$ cat src/rtl/tick_mon_pkg.sv
// Shared types and constants for the tick period monitor.
// No logic; constants only.
// No flow control.
package tick_mon_pkg;

    typedef enum logic [1:0] {
        SEARCH  = 2'd0,
        ACQUIRE = 2'd1,
        LOCKED  = 2'd2
    } mon_state_t;

    localparam int                   ERR_CNT_W   = 8;
    localparam logic [ERR_CNT_W-1:0] ERR_CNT_MAX = '1;

endpackage

$ cat src/rtl/tick_edge_det.sv
// Tick rising-edge detector with once-per-pulse over-width flag.
// rise/wide are combinational from tick and one cycle of registered history.
// No backpressure: tick is sampled every cycle.
module tick_edge_det (
    input  logic clk,
    input  logic rst_n,
    input  logic tick,
    output logic rise,
    output logic wide
);

    logic tick_q;
    logic wide_q;

    // Remember last tick sample, and whether the current pulse was already flagged wide.
    always_ff @(posedge clk or negedge rst_n) begin
        if (!rst_n) begin
            tick_q <= 1'b0;
            wide_q <= 1'b0;
        end else begin
            tick_q <= tick;
            if (!tick) begin
                wide_q <= 1'b0;
            end else if (tick_q) begin
                wide_q <= 1'b1;
            end
        end
    end

    assign rise = tick & ~tick_q;
    // Second consecutive high sample of a pulse; later high samples of the same pulse are ignored.
    assign wide = tick & tick_q & ~wide_q;

endmodule

$ cat src/rtl/tick_period_monitor.sv
// Checks tick-to-tick interval against PERIOD+/-TOL, locks after LOCK_CNT good periods.
// All outputs registered; error pulses and locked change one cycle after the sampling edge.
// No backpressure: tick is observed every cycle and cannot be stalled.
module tick_period_monitor
    import tick_mon_pkg::*;
#(
    parameter int PERIOD   = 50001,
    parameter int TOL      = 0,
    parameter int LOCK_CNT = 2,
    parameter int CBITS    = 16
) (
    input  logic                 clk,
    input  logic                 rst_n,
    input  logic                 tick,
    input  logic                 clr,
    output logic                 locked,
    output logic                 err_early,
    output logic                 err_late,
    output logic                 err_width,
    output logic [ERR_CNT_W-1:0] err_cnt,
    output logic [CBITS-1:0]     period_last
);

    localparam int               GW     = (LOCK_CNT < 2) ? 1 : $clog2(LOCK_CNT + 1);
    localparam logic [CBITS-1:0] WIN_LO = CBITS'(PERIOD - TOL);
    localparam logic [CBITS-1:0] WIN_HI = CBITS'(PERIOD + TOL);
    localparam logic [CBITS-1:0] CNT_MAX = '1;
    localparam logic [GW-1:0]    GOOD_TARGET = GW'(LOCK_CNT);

    if (PERIOD + TOL >= (1 << CBITS)) begin : g_cbits_check
        $error("tick_period_monitor: CBITS too narrow for PERIOD+TOL");
    end
    if (PERIOD - TOL < 2) begin : g_window_check
        $error("tick_period_monitor: PERIOD-TOL must be at least 2");
    end
    if (LOCK_CNT < 1) begin : g_lock_check
        $error("tick_period_monitor: LOCK_CNT must be at least 1");
    end

    mon_state_t       state, state_d;
    logic [CBITS-1:0] cnt, cnt_d;
    logic [GW-1:0]    gcnt, gcnt_d;
    logic             rise, wide;
    logic             early, late, width_err, any_err;

    tick_edge_det u_edge (
        .clk   (clk),
        .rst_n (rst_n),
        .tick  (tick),
        .rise  (rise),
        .wide  (wide)
    );

    // Next state, interval counter and error conditions for this sample.
    always_comb begin
        state_d = state;
        cnt_d   = cnt;
        gcnt_d  = gcnt;
        early   = 1'b0;
        late    = 1'b0;
        case (state)
            SEARCH: begin
                cnt_d  = '0;
                gcnt_d = '0;
                if (rise) begin
                    state_d = ACQUIRE;
                    cnt_d   = CBITS'(1);
                end
            end
            ACQUIRE, LOCKED: begin
                if (rise) begin
                    cnt_d = CBITS'(1);
                    if (cnt < WIN_LO) begin
                        early   = 1'b1;
                        state_d = ACQUIRE;
                        gcnt_d  = '0;
                    end else if (state == ACQUIRE) begin
                        // Counter never passes WIN_HI here: timeout fires first.
                        if (gcnt + GW'(1) == GOOD_TARGET) begin
                            state_d = LOCKED;
                            gcnt_d  = '0;
                        end else begin
                            gcnt_d = gcnt + GW'(1);
                        end
                    end
                end else if (cnt == WIN_HI) begin
                    late    = 1'b1;
                    state_d = SEARCH;
                    cnt_d   = '0;
                    gcnt_d  = '0;
                end else if (cnt != CNT_MAX) begin
                    cnt_d = cnt + CBITS'(1);
                end
            end
            default: begin
                state_d = SEARCH;
                cnt_d   = '0;
                gcnt_d  = '0;
            end
        endcase
    end

    // Width errors are only meaningful once the monitor is tracking the tick.
    assign width_err = wide & (state != SEARCH);
    assign any_err   = early | late | width_err;

    // State, counters and all registered outputs.
    always_ff @(posedge clk or negedge rst_n) begin
        if (!rst_n) begin
            state       <= SEARCH;
            cnt         <= '0;
            gcnt        <= '0;
            locked      <= 1'b0;
            err_early   <= 1'b0;
            err_late    <= 1'b0;
            err_width   <= 1'b0;
            err_cnt     <= '0;
            period_last <= '0;
        end else begin
            state     <= state_d;
            cnt       <= cnt_d;
            gcnt      <= gcnt_d;
            locked    <= (state_d == LOCKED);
            err_early <= early;
            err_late  <= late;
            err_width <= width_err;
            if (rise && (state != SEARCH)) begin
                period_last <= cnt;
            end
            if (clr) begin
                err_cnt <= any_err ? ERR_CNT_W'(1) : '0;
            end else if (any_err && (err_cnt != ERR_CNT_MAX)) begin
                err_cnt <= err_cnt + ERR_CNT_W'(1);
            end
        end
    end

endmodule
$ cat config.mk
export PLATFORM = sky130hd
export DESIGN_NAME = tick_period_monitor
export DESIGN_NICKNAME = d
export VERILOG_FILES = /design/src/rtl/tick_mon_pkg.sv /design/src/rtl/tick_edge_det.sv /design/src/rtl/tick_period_monitor.sv
export SDC_FILE = /design/constraint.sdc
export NUM_CORES = 1
export LEC_CHECK = 0
export CAP_MARGIN = 25
export CORE_MARGIN = 2
export CORE_UTILIZATION = 59
export CTS_CLUSTER_SIZE = 8
export DETAILED_ROUTE_END_ITERATION = 10
export PLACE_DENSITY = 0.91
export SETUP_SLACK_MARGIN = 0.2
export SYNTH_ARGS = -nofsm -noshare
export SYNTH_HDL_FRONTEND = slang
export SYNTH_HIERARCHICAL = 1
export SYNTH_SLANG_ARGS = --single-unit
$ cat constraint.sdc
create_clock -name clk -period 4.86 [get_ports clk]
set_input_delay 0.729 -clock clk [delete_from_list [all_inputs] [get_ports clk]]
set_output_delay 0.729 -clock clk [all_outputs]
set_load 0.005 [all_outputs]
==> Changelog: implementation, run 1 <==
## Implementation

* Post-synth EDFFs at 0
* Worst Path Max Fanout at 15
* Fin. max-slew vios at 0
* Mapped Nets at 266
* Power Combinational at 233 uW
* FF-to-FF path depth at 8
* Fp util at 60.1%
* Post-Place Cells at 328
* Log Warnings at 31
* Drt wl/cell at 15.7 um
* Sw frac at 30.1%
* Seq pwr share at 48.4%
* Combinational Power Share at 23.1%
* Tot GR Track Use at 23.7%
* FF-to-FF Start: cnt[1]
* Setup_tns at 0 ns
* Slew Limit Headroom at 41.5%
* PortBufs at 31
* Dominant register cell: dfrtp_1
* Worst path max stage delay at 0.50 ns
* Register area share after synthesis at 48.5%
* Ys cells at 254
* Biggest consumer: registers
* Total number of vias at 2,004
* Max_cap viols at 0
* Clk pin slew, worst setup/hold paths at 0.09 ns
* Largest net degree at the start of global routing at 28
* Top Ports at 32
* Final ANT Viol Nets at 0
* Worst path arrival time at 2.91 ns
* CP cell instances: clkdlybuf4s50_1 -> and2b_2 -> nor2b_1 -> o21ai_0 -> o22ai_2 -> a21oi_2 -> or4_1 -> a21oi_1
* Ant. Diodes at 0
* Leakage power at 1.30 nW
* P_seq at 489 uW
* DRT Pass-1 Iters at 4
* Power Internal at 705 uW
* Endpoints failing hold at 0
* RSZ-0062 raised after global routing: no
* TritonCTS clock tree: yes
* Synthesized area at 0.00258 mm2
* Fin crit period at 2.67 ns
* CP Buf/Inv Count at 1
* Place WS at 1.91 ns
* Status: complete, no violations
* Finished Cell Area at 0.00304 mm2
* Via density per instance at 5.96
* Worst Setup End Kind: flop
[run 1: layout make-up]
cell class	instances	area [um2]	area share [%]
timing repair buffer	32	325	10.7
clock inverter	1	30.0	0.989
sequential	50	1250	41.2
inverter	12	45.0	1.48
tap	52	65.1	2.14
clock buffer	7	76.3	2.51
multi-input combinational	182	1240	41.0
[run 1: layer usage]
metal	vias up	track usage (%)
met5	-	0
met4	0	11.3
met3	11	4.47
met2	53	36.1
met1	963	32.8
li1	977	-
[run 1: logic make-up after synthesis]
| family | after synthesis |
|---|---|
| AOI/OAI and AO/OA | 55 |
| xor gates and xnor gates | 7 |
| adders and majority gates | 8 |
| buffers and inverters | 22 |
| DFF | 50 |
| muxes | 13 |
| and+or+nand+nor | 99 |
[run 1: how the worst max path moves through the flow]
stage	start	end	slack [ns]	depth (start not counted)
after global placement	tick	err_cnt[7]	2.00	8
after global routing	cnt[1]	err_cnt[5]	2.07	8
after floorplan	cnt[1]	cnt[12]	2.41	8
after detailed placement	tick	err_cnt[5]	1.91	8
after CTS	cnt[1]	cnt[12]	2.20	8
final	tick	err_cnt[7]	2.19	8
[run 1: synthesized netlist by cell type (all sizes together) (2+ instances only)]
library cell,count,area share [%]
nor2b,2,0.48
nand3b,2,0.58
xor2,7,2.4
o31ai,3,0.87
nand2,22,3.2
inv,12,1.7
and3,6,1.5
a31oi,2,0.48
nor2,17,2.5
nand2b,2,0.48
ha,8,3.9
nor4,6,1.7
clkbuf,7,1.0
nor3,3,0.58
o21ai,16,3.1
nand4,9,3.3
a2111oi,2,1.4
o211ai,3,0.87
nand3,8,1.6
o21a,2,0.58
nor4b,2,0.68
a21oi,20,4.0
or4,5,1.7
dfrtp,50,48
or3,5,1.2
buf,3,0.53
mux2,12,5.2
and2,3,0.73
o22ai,2,0.73
Figure 1. Cells colored by class (run 1).
(6 px per um) Fill, decap, tap and diode cells in gray.
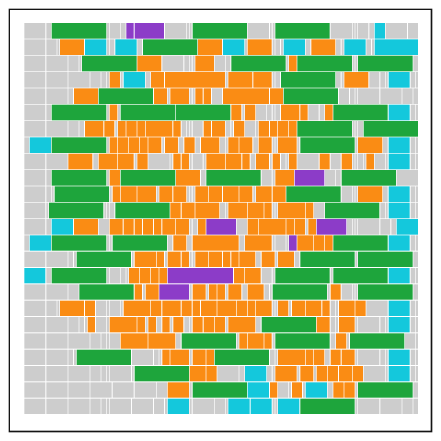
| class | color | cells | share of their area |
|---|---|---|---|
| registers | green | 50 | 42% |
| remaining logic cells | orange | 194 | 43% |
| clock drivers and dummy loads | purple | 8 | 3.6% |
| remaining buffers and delay cells | cyan | 32 | 11% |
flop share of the area: 41.2%
post-layout util: 70.7%
Core ar.: 0.00429 mm2

Figure 2. Clock wiring as the flow saved it (run 1).
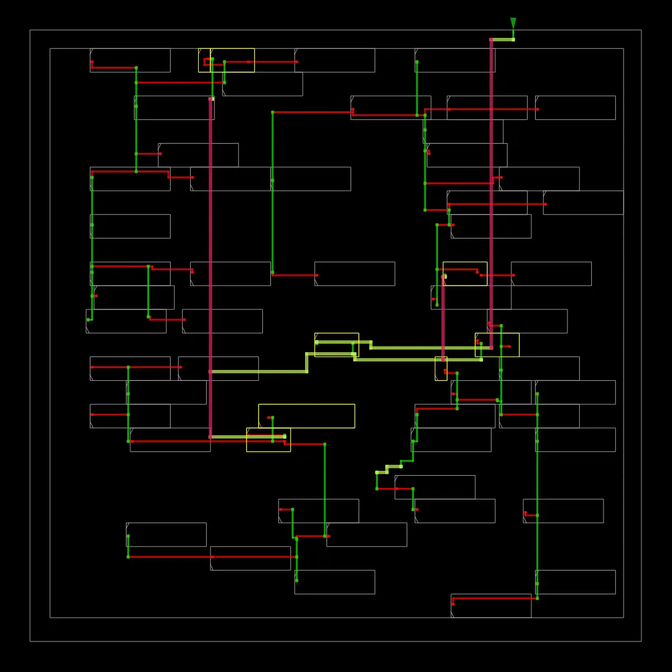
final sequential cell count: 50
clock latency on the worst-skew pair: 0.31 ns
CTS buffer count: 5
Setup Skew: 0.00715 ns
clock sink total: 50

Figure 3. Cell density map (run 1).
(4 px per um) 7 x 7 tiles, from black (low) to pale yellow (high), 0 to 100% covered.
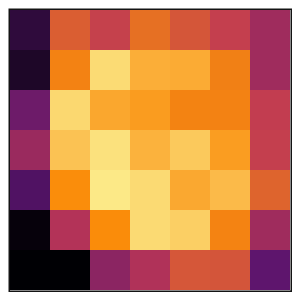
fullest tile: 95%
tiles over 75% full: 37%
nearly empty tiles: 6.1%
densest ninth of the die: center

Figure 4. Close-up of the layout (run 1).
Region (23, 23) to (48, 48) um. Cells in gray, sequential cells in the stronger gray; small squares are vias.
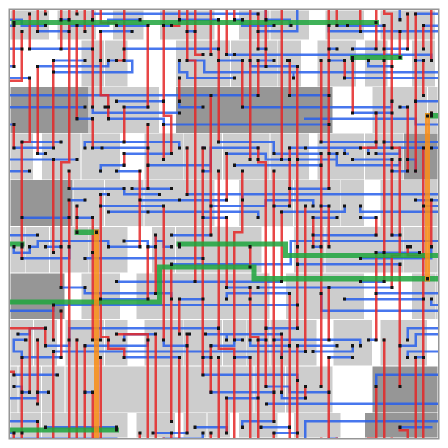
| layer | color |
|---|---|
| M2 | red |
| M1 | blue |
| M3 | green |
| M4 | orange |
most frequent: nand2_1 (12), and3_1 (6)
sequential cells in the window: 2
cells with their middle in the window: 70
netlist names of flops here include: `cnt` (2)

==> run 2: changes to the inputs <==
--- a/config.mk
+++ b/config.mk
@@ -7,10 +7,10 @@
 export LEC_CHECK = 0
 export CAP_MARGIN = 25
 export CORE_MARGIN = 2
-export CORE_UTILIZATION = 59
+export CORE_UTILIZATION = 55
 export CTS_CLUSTER_SIZE = 8
 export DETAILED_ROUTE_END_ITERATION = 10
-export PLACE_DENSITY = 0.91
+export PLACE_DENSITY = 0.86
 export SETUP_SLACK_MARGIN = 0.2
 export SYNTH_ARGS = -nofsm -noshare
 export SYNTH_HDL_FRONTEND = slang
==> constraint.sdc (replaced) <==
create_clock -name clk -period 2.7 [get_ports clk]
set_input_delay 0.405 -clock clk [delete_from_list [all_inputs] [get_ports clk]]
set_output_delay 0.405 -clock clk [all_outputs]
set_load 0.005 [all_outputs]
Figure 5. Close-up of the layout (run 2).
Region (24, 24) to (49, 49) um. Cells in gray, sequential cells in the stronger gray; small squares are vias.
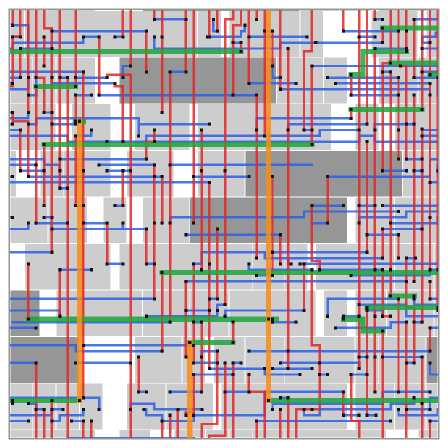
| layer | color |
|---|---|
| M3 | green |
| M4 | orange |
| M2 | red |
| M1 | blue |
cells with their middle in the window: 62
netlist names of flops here include: `cnt` (3)
sequential cells in the window: 3
most frequent: nand2_1 (7), buf_4 (7), inv_1 (4)

Figure 6. Clock wires, drivers and flops (run 2).
(8 px per um)
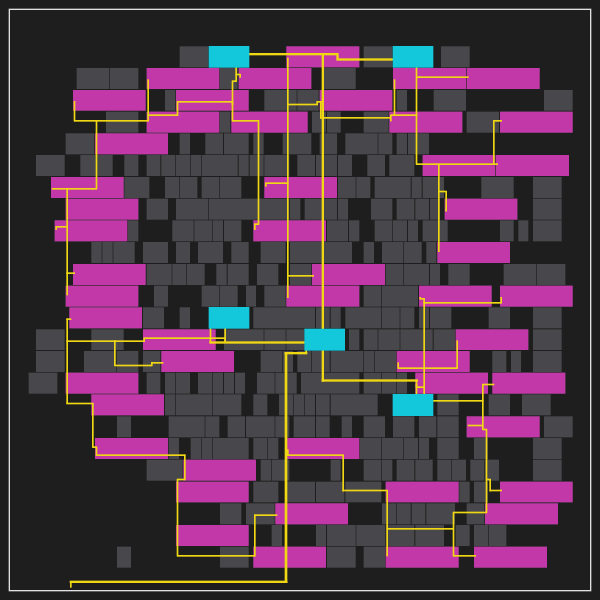
[flip-flops] magenta | count: 50
[clock-net drivers] cyan | count: 5
[clock wires] yellow | length: 569 um
routed clock nets: 6
flops lie: all over the die
P_clk: 426 uW
Clk pwr share: 23.5%
Setup Skew: 0.00928 ns
clock latency on the worst-skew pair: 0.30 ns

==> Changelog: implementation, run 2 <==
## Implementation

* Status: complete, no violations
* DRT Pass-1 Iters at 4
* Area of the multi-input gates at 0.00126 mm2
* Post-synth EDFFs at 0
* Fin. max-slew vios at 0
* Slew Limit Headroom at 57.9%
* Log Warnings at 32
* Core ar. at 0.00444 mm2
* TritonCTS clock tree: yes
* Worst path arrival time at 2.61 ns
* RSZ-0062 raised after global routing: yes
* Fp util at 58.1%
* Post-Place Cells at 340
* Fin crit period at 2.44 ns
* Synthesized area at 0.00258 mm2
* Commonest cells in the netlist: 50 x dfrtp_1, 22 x nand2_1, 19 x a21oi_1, 17 x nor2_1, 16 x o21ai_0
* Yosys top cell by instances: dfrtp_1
* Final ANT Viol Nets at 0
* Mapped Nets at 266
* Top cell type's share of synthesized area at 48.5%
* Setup_tns at 0 ns
* Max_cap viols at 0
* Total number of vias at 2,125
* Synth area leaders: dfrtp_1 48%, mux2_2 5.2%, ha_1 3.9%
* FF-to-FF Start: cnt[13]
* Worst Setup End Kind: flop
* Tot GR Track Use at 22.6%
* Ys cells at 254
* Finished Cell Area at 0.00316 mm2
* FF-to-FF path depth at 6
* Register area share after synthesis at 48.5%
* Endpoints failing hold at 0
* Clk pin slew, worst setup/hold paths at 0.09 ns
* Via density per instance at 6.04
* Area leader, netlist: dfrtp_1
* CTS buffer count at 5
* Drt wl/cell at 15.9 um
* Dominant register cell: dfrtp_1
run 2: area by class of cell:
class	instances	area share, %
Timing Repair Buffer	50	14.2
Clock buffer	6	2.62
Sequential cell	50	39.7
Tap cell	52	2.06
Multi-Input combinational cell	182	40.0
Inverter	12	1.43
run 2: logic make-up after synthesis:
kind of cell	synth area share, %
buf+inv	3.30
compound gates	13.7
simple gates	22.6
fa+ha+maj	3.88
mux	5.63
flops	48.5
xor+xnor	2.38
run 2: layer usage:
metal,vias to the layer above,track usage (%)
met5,-,0
met4,0,7.20
met3,7,4.72
met2,83,35.9
met1,1026,31.2
li1,1009,-
run 2: where the power goes:
group / switching, mW / internal [mW] / leakage (nW)
combinational: 0.284 / 0.246 / 0.650
sequential: 0.0516 / 0.807 / 0.685
clock: 0.228 / 0.198 / 0.0431
total: 0.564 / 1.25 / 1.38
run 2: worst max path at each step:
stage	start	endpoint	slack, ns	cells after the start
floorplan	cnt[1]	cnt[12]	0.25	8
global placement	cnt[1]	err_cnt[7]	0.19	8
detailed placement	cnt[1]	err_cnt[5]	0.1	8
CTS	cnt[1]	err_cnt[5]	0.20	8
global route	cnt[13]	cnt[12]	0.19	6
finish	cnt[13]	locked	0.26	6
run 2: repair_timing:
action                                  CTS  global route
resized                                   4             2
setup buffers                             4             2
pin swaps                                 5             2
endpoints found under the setup margin    5            15
run 2: worst max-delay path, cell delays in order, from the launching register on:
cell and delay (ns):
dfrtp_2 0.42, buf_4 0.14, nor4_1 0.51, a21boi_0 0.30, and3_1 0.32, a2111oi_1 0.53
nor3_1 0.09
Power and IR drop assume default switching activity.
